<file path="src/rtl/delay_load_ctrl.sv">
// delay_load_ctrl: sequences software delay updates from the delay_data register
// into the coarse-delay bank over a valid/ready write port.
// Optional build macro: DELAY_LOAD_TIMEOUT_EN adds a handshake timeout in ISSUE.
module delay_load_ctrl #(
    parameter int unsigned N_ANT       = 16,
    parameter int unsigned ANT_W       = 6,
    parameter int unsigned DELAY_W     = 16,
    parameter int unsigned TIMEOUT_CYC = 1024
) (
    input  logic               user_clk,
    input  logic               user_rst,
    input  logic [31:0]        cfg_word,
    input  logic               sync_in,
    input  logic               status_clr,
    output logic               dly_valid,
    input  logic               dly_ready,
    output logic [ANT_W-1:0]   dly_addr,
    output logic [DELAY_W-1:0] dly_data,
    output logic [31:0]        status_word
);

    localparam logic [1:0] S_IDLE  = 2'd0;
    localparam logic [1:0] S_ARMED = 2'd1;
    localparam logic [1:0] S_ISSUE = 2'd2;
    localparam logic [1:0] S_DONE  = 2'd3;

    localparam int unsigned CNT_W = 16;

    logic [1:0]         r_state;
    logic               r_prev_toggle;
    logic               r_primed;
    logic               r_clr_prev;
    logic [ANT_W-1:0]   r_ant;
    logic [DELAY_W-1:0] r_dly;
    logic               r_busy;
    logic               r_overrun;
    logic               r_range_err;
    logic [CNT_W-1:0]   r_count;

    logic [1:0]         w_state_nxt;
    logic [ANT_W-1:0]   w_ant_nxt;
    logic [DELAY_W-1:0] w_dly_nxt;
    logic               w_valid_nxt;
    logic [ANT_W-1:0]   w_addr_nxt;
    logic [DELAY_W-1:0] w_data_nxt;
    logic [CNT_W-1:0]   w_count_nxt;
    logic               w_overrun_evt;
    logic               w_issue_go;
    logic               w_timeout;

    logic [5:0]         w_cfg_ant_raw;
    logic [ANT_W-1:0]   w_cfg_ant;
    logic [DELAY_W-1:0] w_cfg_dly;
    logic               w_cfg_imm;
    logic               w_req;
    logic               w_range_bad;
    logic               w_req_ok;
    logic               w_range_evt;
    logic               w_clr_rise;
    logic               w_unused_cfg;

    // Field decode of the software register and toggle-based request detect
    assign w_cfg_ant_raw = cfg_word[29:24];
    assign w_cfg_ant     = ANT_W'(w_cfg_ant_raw);
    assign w_cfg_dly     = cfg_word[DELAY_W-1:0];
    assign w_cfg_imm     = cfg_word[30];
    assign w_req         = r_primed && (cfg_word[31] != r_prev_toggle);
    assign w_range_bad   = 32'(w_cfg_ant_raw) >= N_ANT;
    assign w_req_ok      = w_req && !w_range_bad;
    assign w_range_evt   = w_req && w_range_bad;
    assign w_clr_rise    = status_clr && !r_clr_prev;
    assign w_unused_cfg  = ^cfg_word;

`ifdef DELAY_LOAD_TIMEOUT_EN
    localparam int unsigned TMO_W = $clog2(TIMEOUT_CYC + 1);

    logic [TMO_W-1:0] r_tmo_cnt;
    logic [TMO_W-1:0] w_tmo_cnt_nxt;
    logic             w_tmo_evt;
    logic             r_timeout;

    assign w_timeout = r_timeout;
`else
    logic [31:0] w_unused_tmo;

    assign w_unused_tmo = TIMEOUT_CYC;
    assign w_timeout    = 1'b0;
`endif

    // Next-state and next-output computation for the load sequencer
    always_comb begin
        w_state_nxt   = r_state;
        w_ant_nxt     = r_ant;
        w_dly_nxt     = r_dly;
        w_valid_nxt   = dly_valid;
        w_addr_nxt    = dly_addr;
        w_data_nxt    = dly_data;
        w_count_nxt   = r_count;
        w_overrun_evt = 1'b0;
        w_issue_go    = 1'b0;
`ifdef DELAY_LOAD_TIMEOUT_EN
        w_tmo_evt     = 1'b0;
        w_tmo_cnt_nxt = r_tmo_cnt;
`endif
        case (r_state)
            S_IDLE, S_ARMED: begin
                // latest valid request wins; replacing an armed one is an overrun
                if (w_req_ok) begin
                    w_ant_nxt     = w_cfg_ant;
                    w_dly_nxt     = w_cfg_dly;
                    w_overrun_evt = (r_state == S_ARMED);
                end
                w_issue_go = (w_req_ok && w_cfg_imm) || ((r_state == S_ARMED) && sync_in);
                if (w_issue_go) begin
                    w_state_nxt = S_ISSUE;
                    w_valid_nxt = 1'b1;
                    w_addr_nxt  = w_ant_nxt;
                    w_data_nxt  = w_dly_nxt;
`ifdef DELAY_LOAD_TIMEOUT_EN
                    w_tmo_cnt_nxt = '0;
`endif
                end else if (w_req_ok) begin
                    w_state_nxt = S_ARMED;
                end
            end
            S_ISSUE: begin
                // the held write is never altered; new requests are dropped
                w_overrun_evt = w_req_ok;
                if (dly_valid && dly_ready) begin
                    w_state_nxt = S_DONE;
                    w_valid_nxt = 1'b0;
                end
`ifdef DELAY_LOAD_TIMEOUT_EN
                else if (r_tmo_cnt == TMO_W'(TIMEOUT_CYC - 1)) begin
                    w_state_nxt = S_IDLE;
                    w_valid_nxt = 1'b0;
                    w_tmo_evt   = 1'b1;
                end else begin
                    w_tmo_cnt_nxt = TMO_W'(r_tmo_cnt + 1'b1);
                end
`endif
            end
            S_DONE: begin
                w_overrun_evt = w_req_ok;
                w_count_nxt   = CNT_W'(r_count + 1'b1);
                w_state_nxt   = S_IDLE;
            end
            default: begin
                w_state_nxt = S_IDLE;
                w_valid_nxt = 1'b0;
            end
        endcase
    end

    // State, outputs and sticky status registers
    always_ff @(posedge user_clk) begin
        if (user_rst) begin
            r_state       <= S_IDLE;
            r_prev_toggle <= 1'b0;
            r_primed      <= 1'b0;
            r_clr_prev    <= 1'b0;
            r_ant         <= '0;
            r_dly         <= '0;
            r_busy        <= 1'b0;
            r_overrun     <= 1'b0;
            r_range_err   <= 1'b0;
            r_count       <= '0;
            dly_valid     <= 1'b0;
            dly_addr      <= '0;
            dly_data      <= '0;
        end else begin
            r_state       <= w_state_nxt;
            r_prev_toggle <= cfg_word[31];
            r_primed      <= 1'b1;
            r_clr_prev    <= status_clr;
            r_ant         <= w_ant_nxt;
            r_dly         <= w_dly_nxt;
            r_busy        <= (w_state_nxt != S_IDLE);
            r_overrun     <= w_overrun_evt | (r_overrun & ~w_clr_rise);
            r_range_err   <= w_range_evt | (r_range_err & ~w_clr_rise);
            r_count       <= w_count_nxt;
            dly_valid     <= w_valid_nxt;
            dly_addr      <= w_addr_nxt;
            dly_data      <= w_data_nxt;
        end
    end

`ifdef DELAY_LOAD_TIMEOUT_EN
    // Handshake timeout counter and its sticky flag
    always_ff @(posedge user_clk) begin
        if (user_rst) begin
            r_tmo_cnt <= '0;
            r_timeout <= 1'b0;
        end else begin
            r_tmo_cnt <= w_tmo_cnt_nxt;
            r_timeout <= w_tmo_evt | (r_timeout & ~w_clr_rise);
        end
    end
`endif

    assign status_word = {r_busy, r_overrun, r_range_err, w_timeout, 12'd0, r_count};

endmodule

</file>
<file path="config.mk">
export PLATFORM = sky130hd
export DESIGN_NAME = delay_load_ctrl
export DESIGN_NICKNAME = d
export VERILOG_FILES = /design/src/rtl/delay_load_ctrl.sv
export SDC_FILE = /design/constraint.sdc
export NUM_CORES = 1
export LEC_CHECK = 0
export CORE_MARGIN = 2
export CORE_UTILIZATION = 41
export CTS_CLUSTER_DIAMETER = 100
export CTS_CLUSTER_SIZE = 30
export DETAILED_ROUTE_END_ITERATION = 8
export PLACE_DENSITY_LB_ADDON = 0.05
export REMOVE_ABC_BUFFERS = 1
export SLEW_MARGIN = 25
export SYNTH_ARGS = -nofsm -noshare
export SYNTH_HDL_FRONTEND = slang
export SYNTH_SLANG_ARGS = --single-unit
</file>
<file path="constraint.sdc">
create_clock -name user_clk -period 1.5 [get_ports user_clk]
set_clock_uncertainty 0.05 [all_clocks]
set_input_delay 0.3 -clock user_clk [delete_from_list [all_inputs] [get_ports user_clk]]
set_output_delay 0.3 -clock user_clk [all_outputs]
set_load 0.005 [all_outputs]
</file>
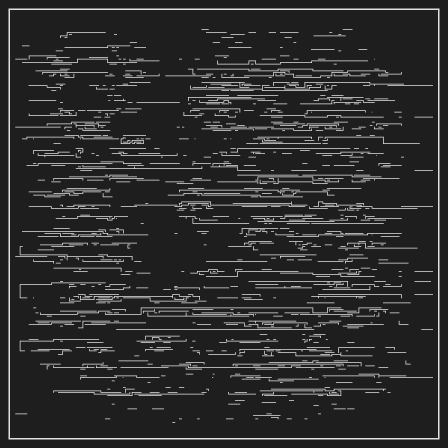
Run 1: metal 1
wire length on this layer: 3550 um
share of all routed wire: 44%
longest straight run: 40.5 um
nets with wire on the layer: 437

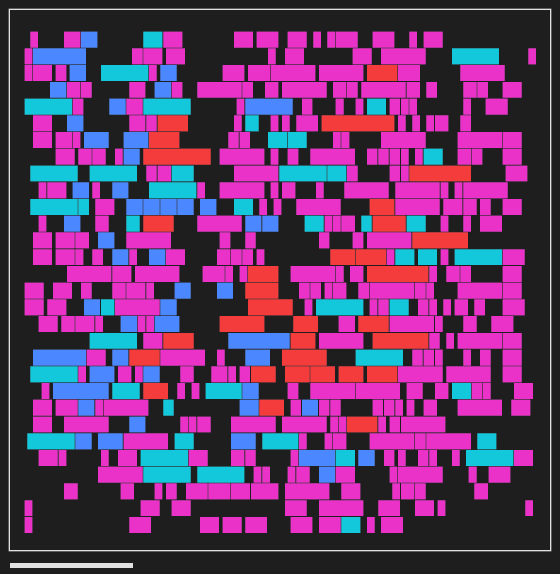
Run 1: drive-strength map
Bar = 20 um.
| colour | size | cells | share |
|---|---|---|---|
| magenta | _0 and _1 cells | 333 | 72% |
| red | _6 and larger | 32 | 7.0% |
| blue | _3 and _4 cells | 49 | 11% |
| cyan | _2 cells | 46 | 10% |

==> results.toml, run 1 <==
# yosys + openroad results
[status]
run_status = "finished, violations left"
violations = "negative setup slack"

[final_timing]
rsz0062_at_grt = "true"
fin_crit_ns = 1.638
setup_ws_ns = -0.1376
setup_viol = 47

[detailed_routing]
dr_wl_met2_um = 4059
detail_route.wl_per_cell_um = 14.57
met3WireLength_um = 390
wl_um = 8101
drcViolationCount = 0
viasPerCell = 5.059

[grt]
met3_usage_pct = 4.147
grt_pass1_wl_um = 12390

[logic_synthesis]
synth_cell_types = 35
async_flop_share_pct = 0
netlist_area_mm2 = 0.002878
ys_chip_area_mm2 = 0.002878
syn_avg_cell_area_um2 = 8.199
synthTopCellsByArea = "dfxtp_1, nand2_1, o21ai_0"
logic_family = "AND-OR/OR-AND gates"
flop_cell = "dfxtp_1"
ys_ff = 69
mux_area_share_pct = 0.3478

[clocking]
cts_buffers = 9
clock_sinks = 69
cts_buffer_depth = 2
clkTransAtPathRegs_ns = 0.07

[final_layout]
regArea_mm2 = 0.001413
stdcell_area_mm2 = 0.004434
sh_seq_area_pct = 31.86
nNonClkInverters = 2
final-clk-cell-share_pct = 4.486
diodes = 0
top_area_cell_class = "combinational gates"

[pwr]
p_clk_share_pct = 39.4
switching_share_pct = 23.70
p_int_mw = 2.949

[critical_path]
worstSetupPathType = "reg2reg"
cp_max_fo = 5
cp.arrival_ns = 1.81

[die]
die_y_um = 87.78
taps = 96

[placement]
place_area_mm2 = 0.003787
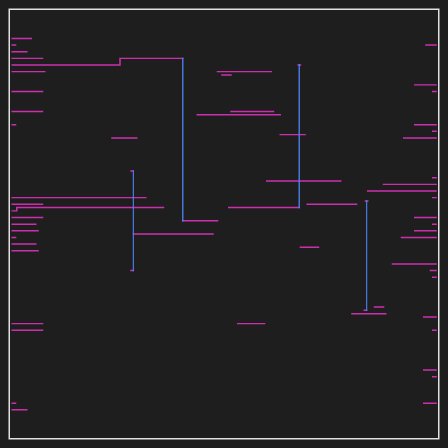
Run 1: signal wires by layer
Only two layers are drawn.
| colour | layer | wire length |
|---|---|---|
| blue | metal 4 | 105 um |
| magenta | metal 3 | 391 um |

run 1: Yosys cell counts, drive strengths merged (2+ instances only):
cell and count:
dfxtp 69, xnor2 2, xor2 9, nor3b 2, and4 4, nand4 7
nor2b 3, and2 2, o21ai 46, nor2 20, nand3 4, clkbuf 15
o31ai 3, nand2 71, inv 2, o41ai 2, or4 3, a31oi 20
or3 2, a21oi 27, buf 27
run 1: critical path, stage by stage (launching register included):
cell and delay, ns:
dfxtp_2 0.32, or3b_4 0.40, o41ai_4 0.23, buf_6 0.18
buf_8 0.13, clkbuf_16 0.15, a31oi_1 0.07
run 1: layout by cell type (no fill, tap or decap), types with 13 or more instances in the layout:
cell and count:
clkdlybuf4s50_1 24, a31oi_1 19, o21ai_0 13, nor2_1 19, dlygate4sd2_1 44, dfxtp_1 48, dfxtp_2 19, buf_4 34
nand2_1 68, o21ai_1 25, a21oi_1 18, conb_1 13
run 1: sequential cells by signal, summed over array words and instances, names as in the netlist, 2 cells and up:
name,flops
r_ant,6
r_dly,16
dly_addr,6
dly_data,16
r_count,16
r_state,2
run 1: per-stage QoR:
| step | hold WS, ns | setup TNS [ns] |
|---|---|---|
| after floorplan | 0.3191 | -34.39 |
| after global placement | 0.3937 | -25.02 |
| after detailed placement | 0.4080 | -26.56 |
| after CTS | 0.2940 | -5.892 |
| after global routing | 0.2364 | -7.150 |
| final | 0.2428 | -4.095 |
run 1: path summary, 6_finish.rpt:
check / startpoint / end / slack [ns] / cells past startpoint
worst min-delay path: cfg_word[31] / r_prev_toggle / 0.24 / 2
worst min register to register: r_ant[5] / dly_addr[5] / 0.42 / 2
worst max-delay path: r_primed / dly_data[13] / -0.14 / 6
worst max register to register: r_primed / dly_data[13] / -0.14 / 6
==> run 2, diff against run 1 <==
--- a/config.mk
+++ b/config.mk
@@ -11,6 +11,7 @@
 export CTS_CLUSTER_SIZE = 30
 export DETAILED_ROUTE_END_ITERATION = 8
 export PLACE_DENSITY_LB_ADDON = 0.05
+export RECOVER_POWER = 50
 export REMOVE_ABC_BUFFERS = 1
 export SLEW_MARGIN = 25
 export SYNTH_ARGS = -nofsm -noshare
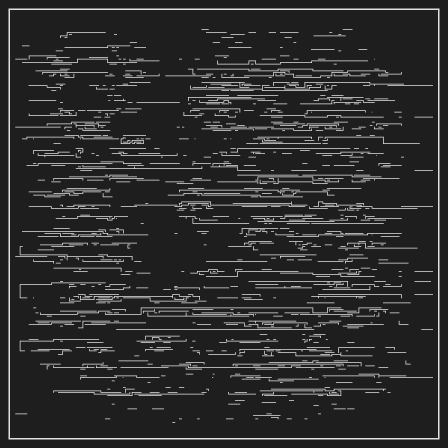
Run 2: metal 1
main direction: horizontal
longest straight run: 40.5 um

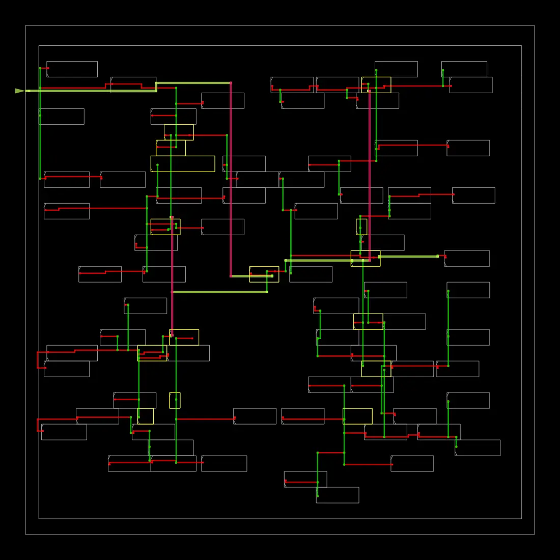
Run 2: the clock network
clkbuf count: 11
Clock group: 1.52 mW
total CTS buffers: 9
FFs & Latches: 69

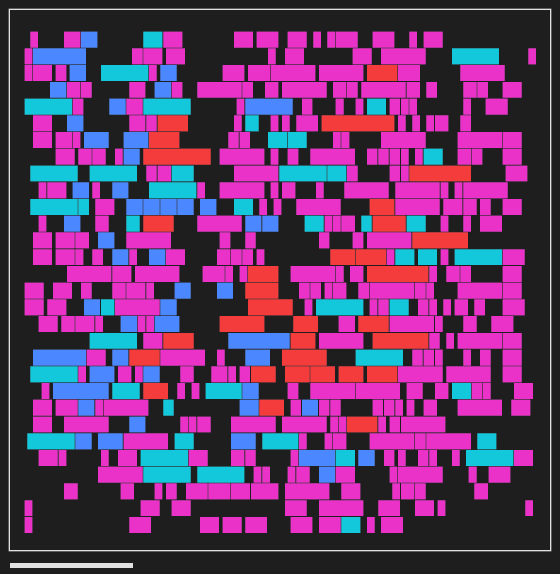
Run 2: drive-strength map
Bar = 20 um.
| colour | size | cells | share |
|---|---|---|---|
| magenta | _0 and _1 cells | 333 | 72% |
| red | _6 and larger | 32 | 7.0% |
| cyan | _2 cells | 46 | 10% |
| blue | _3 and _4 cells | 49 | 11% |

==> results.toml, run 2 <==
# yosys + openroad results
[status]
run_status = "finished, violations left"
violations = "negative setup slack"

[final_layout]
layout_top_cell = "nand2_1"
reg_top3 = "dly_data (16), r_count (16), r_dly (16)"
stdcell_area_mm2 = 0.004434
diodes = 0

[detailed_routing]
drcViolationCount = 0
detail_route.wl_per_cell_um = 14.57
wl_um = 8101
met3WireLength_um = 390

[final_timing]
rsz0062_at_grt = "true"
setup_ws_ns = -0.1376
fin_crit_ns = 1.638
setup_viol = 47

[placement]
place_area_mm2 = 0.003787

[logic_synthesis]
synth_cell_types = 35
synth_top_cell_by_count = "nand2_1"
syn_avg_cell_area_um2 = 8.199
ys_top_cells_by_count = "nand2_1, dfxtp_1, o21ai_0"
synthTopCellsByArea = "dfxtp_1, nand2_1, o21ai_0"
ys_chip_area_mm2 = 0.002878
flop_cell = "dfxtp_1"
ys_ff = 69
netlist_area_mm2 = 0.002878

[pwr]
switching_share_pct = 23.70
p_clk_share_pct = 39.4
p_int_mw = 2.949

[critical_path]
critPathTopFamily = "buffers and inverters"
cp_max_fo = 5
cpMaxStageDelayCell = "or3b_4"
crit_buf_inv = 3
worstSetupPathType = "reg2reg"
slowest_delay_ns = 0.40
crit_chain = "or3b_4, o41ai_4, buf_6, buf_8, clkbuf_16, a31oi_1"

[grt]
grt_pass1_wl_um = 12390

[clocking]
clkTransAtPathRegs_ns = 0.07
cts_buffer_depth = 2

[die]
die_y_um = 87.78
-- run 2: cell counts after synthesis --
No cell type changed its count.
-- run 2: final cells by class --
| type | instances | area (um2) |
|---|---|---|
| clock buffers | 11 | 151.4 |
| fillers | 591 | 2360 |
| clock inverters | 4 | 47.55 |
| flip-flops and latches | 69 | 1413 |
| repair buffers | 124 | 1239 |
| inverters | 2 | 7.507 |
| multi-input cells | 250 | 1456 |
| well taps | 96 | 120.1 |
-- run 2: stage by stage --
stage,hold WS (ns),cells,setup TNS [ns],power (mW),util (%)
6_report,0.2428,556,-4.095,3.866,65.27
5_1_grt,0.2364,556,-7.150,4.023,65.27
4_1_cts,0.2940,551,-5.892,3.860,62.62
3_5_place_dp,0.4080,519,-26.56,2.306,55.75
3_3_place_gp,0.3937,519,-25.02,2.302,55.75
2_1_floorplan,0.3191,321,-34.39,2.066,-
-- run 2: logic make-up after synthesis --
group | Yosys count | synth area share (%)
DFF | 69 | 48.00
buffers and inverters | 44 | 8.478
AOI/OAI and AO/OA | 100 | 19.65
other | 1 | 0.1303
xor gates and xnor gates | 11 | 3.348
muxes | 1 | 0.3478
adders and majority gates | 1 | 0.4347
and+or+nand+nor | 124 | 19.61
-- run 2: worst paths after layout --
kind,startpoint,end,slack (ns),cells after the start
min reg2reg,r_ant[5],dly_addr[5],0.42,2
max,r_primed,dly_data[13],-0.14,6
max reg2reg,r_primed,dly_data[13],-0.14,6
min,cfg_word[31],r_prev_toggle,0.24,2
-- run 2: what timing repair did --
item	4_1_cts	5_1_grt
gates cloned	6	3
gates resized	112	42
setup endpoints to repair	94	54
pin swaps	2	6
endpoints found under the hold margin	0	0
setup buffers	11	3
hold buffers	0	0
Run 2, metal 2:
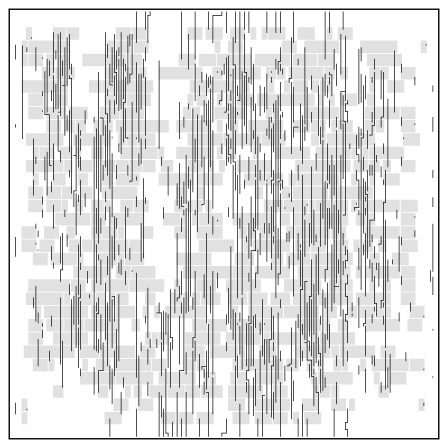

==> run 3, diff against run 2 <==
--- a/config.mk
+++ b/config.mk
@@ -5,8 +5,9 @@
 export SDC_FILE = /design/constraint.sdc
 export NUM_CORES = 1
 export LEC_CHECK = 0
+export ABC_CLOCK_PERIOD_IN_PS = 1700
 export CORE_MARGIN = 2
-export CORE_UTILIZATION = 41
+export CORE_UTILIZATION = 46
 export CTS_CLUSTER_DIAMETER = 100
 export CTS_CLUSTER_SIZE = 30
 export DETAILED_ROUTE_END_ITERATION = 8
==> constraint.sdc (replaced) <==
create_clock -name user_clk -period 1.7 [get_ports user_clk]
set_clock_uncertainty 0.05 [all_clocks]
set_input_delay 0.34 -clock user_clk [delete_from_list [all_inputs] [get_ports user_clk]]
set_output_delay 0.34 -clock user_clk [all_outputs]
set_load 0.005 [all_outputs]
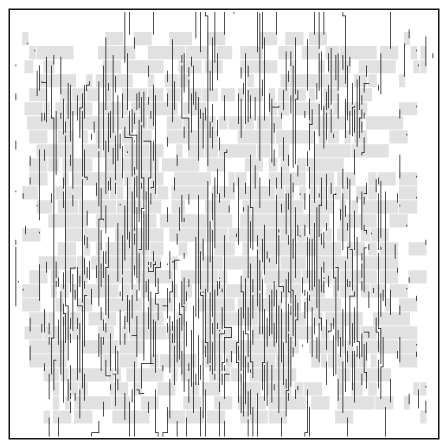
Run 3: metal 2
main direction: vertical
nets with wire on the layer: 393
share of all routed wire: 47%
longest straight run: 42.7 um
wire length on this layer: 3690 um

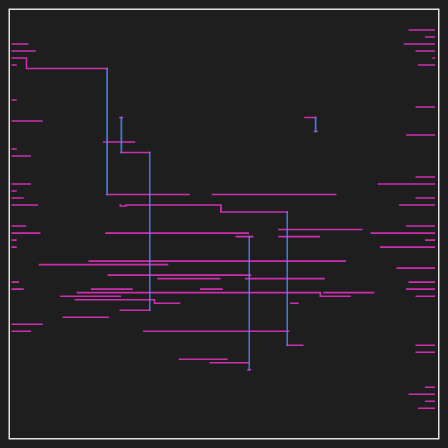
Run 3: signal wires by layer
Only two layers are drawn.
| colour | layer | wire length |
|---|---|---|
| blue | metal 4 | 116 um |
| magenta | metal 3 | 635 um |

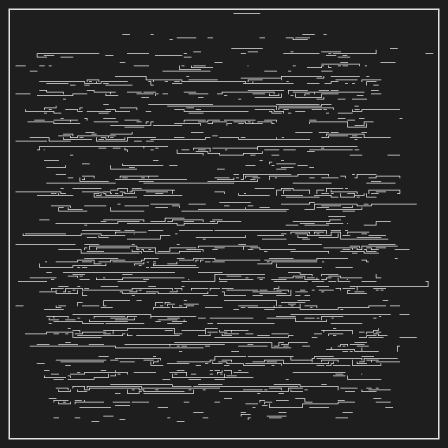
Run 3: metal 1
main direction: horizontal
longest straight run: 24.8 um
nets with wire on the layer: 411
share of all routed wire: 43%

==> results.toml, run 3 <==
# yosys + openroad results
[logic_synthesis]
ys_ff = 69
flop_cell = "dfxtp_1"
synth_top_cell_by_count = "nand2_1"
ys_top_cells_by_count = "nand2_1, dfxtp_1, o21ai_0"
synthAdderAreaFrac_pct = 0.4348
synthTopCellsByArea = "dfxtp_1, nand2_1, o21ai_0"
synth-xor-area-share_pct = 3.348
logic_family = "AND-OR/OR-AND gates"
mux_area_share_pct = 0.3478
ys_chip_area_mm2 = 0.002878
syn_avg_cell_area_um2 = 8.199
ys_sh_simple_pct = 19.61
ys_seq_share_pct = 48.00
synth_cell_types = 35
ys_sh_aoi_pct = 19.65
netlist_area_mm2 = 0.002878

[final_timing]
holdWs_ns = 0.3550
finalCritPeriodShare_pct = 102.0
fin_tns_setup_ns = -0.1406
rsz0062_at_grt = "true"
setup_viol = 8
fin_crit_ns = 1.734
slew_viol_final = 0
fmax_mhz = 576.7
setup_ws_ns = -0.03399

[critical_path]
required_ns = 1.87
worstSetupPathType = "in2reg"
start_kind = "input port"
cp_max_fo = 24
regToRegSetupSlack_ns = -0.03

[clocking]
hold_buffers = 0
cts_buffer_depth = 2
cts_buffers = 9
cts_max_level = 3
clkTransAtPathRegs_ns = 0.07
clock_sinks = 69
ctsResizeCount = 13
cts_setup_buffers = 4
clock-root-buffer = "clkbuf_8"

[final_layout]
syn2layout_area_growth_pct = 47.91
nets = 479
stdcell_area_mm2 = 0.004257
layout_top_cell = "nand2_1"
final_cell_mix = "nand2_1, dfxtp_1, clkdlybuf4s50_1"
final.fill_count = 499
stdcell_count = 519
reg_top3 = "dly_data (16), r_count (16), r_dly (16)"
final_util_pct = 71.05
regArea_mm2 = 0.001385
diodes = 0
comb_area_mm2 = 0.001395

[pwr]
switchingPower_mw = 0.7856
ir_drop_uv = 576.3
power.total_mw = 3.258
p_clk_share_pct = 35.8
p_int_mw = 2.472
switching_share_pct = 24.11
p_seq_share_pct = 51.7

[die]
initCoreUtil_pct = 48.04
fp.coreArea_mm2 = 0.005991
die_y_um = 83.10
dieArea_mm2 = 0.006905

[placement]
placedCellCount = 491
place.gp.congestion = 0.7743
place_area_mm2 = 0.003721
place_ws_ns = -0.4114
place_hpwl_um = 4504

[detailed_routing]
ant_nets = 0
detail_route.wl_per_cell_um = 14.98
drcViolationCount = 0
wl_um = 7774

[flow_run]
openroad.warnings = 34

[grt]
grt_pass1_vias = 2502
antenna_found_initial = 0
grt_pass1_wl_um = 12050

[status]
run_status = "finished, violations left"
violations = "negative setup slack"
-- run 3: cell counts after synthesis --
Identical to the previous run, type by type.
-- run 3: layout make-up --
cell class	count	area share, %
Timing Repair Buffer	109	28.42
Clock inverter	2	0.2352
Inverter	2	0.1764
Clock buffer	12	3.645
Multi-Input combinational cell	250	32.77
Sequential cell	69	32.54
Tap cell	75	2.205
-- run 3: logic make-up (layout without fill, tap and decap cells) --
| logic type | count (synthesis) | count (layout) |
|---|---|---|
| flip-flops | 69 | 69 |
| AND/OR/NAND/NOR | 124 | 124 |
| multiplexers | 1 | 1 |
| XOR/XNOR | 11 | 11 |
| other | 1 | 13 |
| AND-OR/OR-AND | 100 | 100 |
| adder cells (fa/ha/maj) | 1 | 1 |
| buffers and inverters | 44 | 125 |
-- run 3: final timing paths --
check	startpoint	to	depth (start not counted)
worst max-delay path	cfg_word[31]	r_ant[1]	7
worst min-delay path	user_rst	r_dly[14]	3
worst max register to register	r_primed	r_state[0]	7
worst min register to register	r_dly[12]	dly_data[12]	2
-- run 3: routing by layer --
metal | vias to the layer above | share of wire [%] | global-route usage (%)
met5 | - | 0 | 0
met3 | 13 | 8.2 | 3.976
li1 | 1360 | - | -
met2 | 113 | 47 | 33.65
met1 | 1283 | 43 | 29.16
met4 | 0 | 1.5 | 8.048
-- run 3: worst max-delay path, cell delays in order --
cell	delay (ns)
clkdlybuf4s50_1	0.45
xnor2_2	0.18
buf_4	0.16
or2_4	0.28
buf_12	0.16
o21ai_0	0.23
a21oi_2	0.09
-- run 3: power by group through the flow --
stage          Clock [mW]  Combinational [mW]  Sequential [mW]
3_5_place_dp            0               0.318             1.72
3_3_place_gp            0               0.317             1.72
5_1_grt              1.24               0.440             1.69
2_1_floorplan           0              0.0998             1.72
4_1_cts              1.18               0.364             1.68
6_report             1.17               0.407             1.68
Power is estimated from default activity; no workload was simulated.
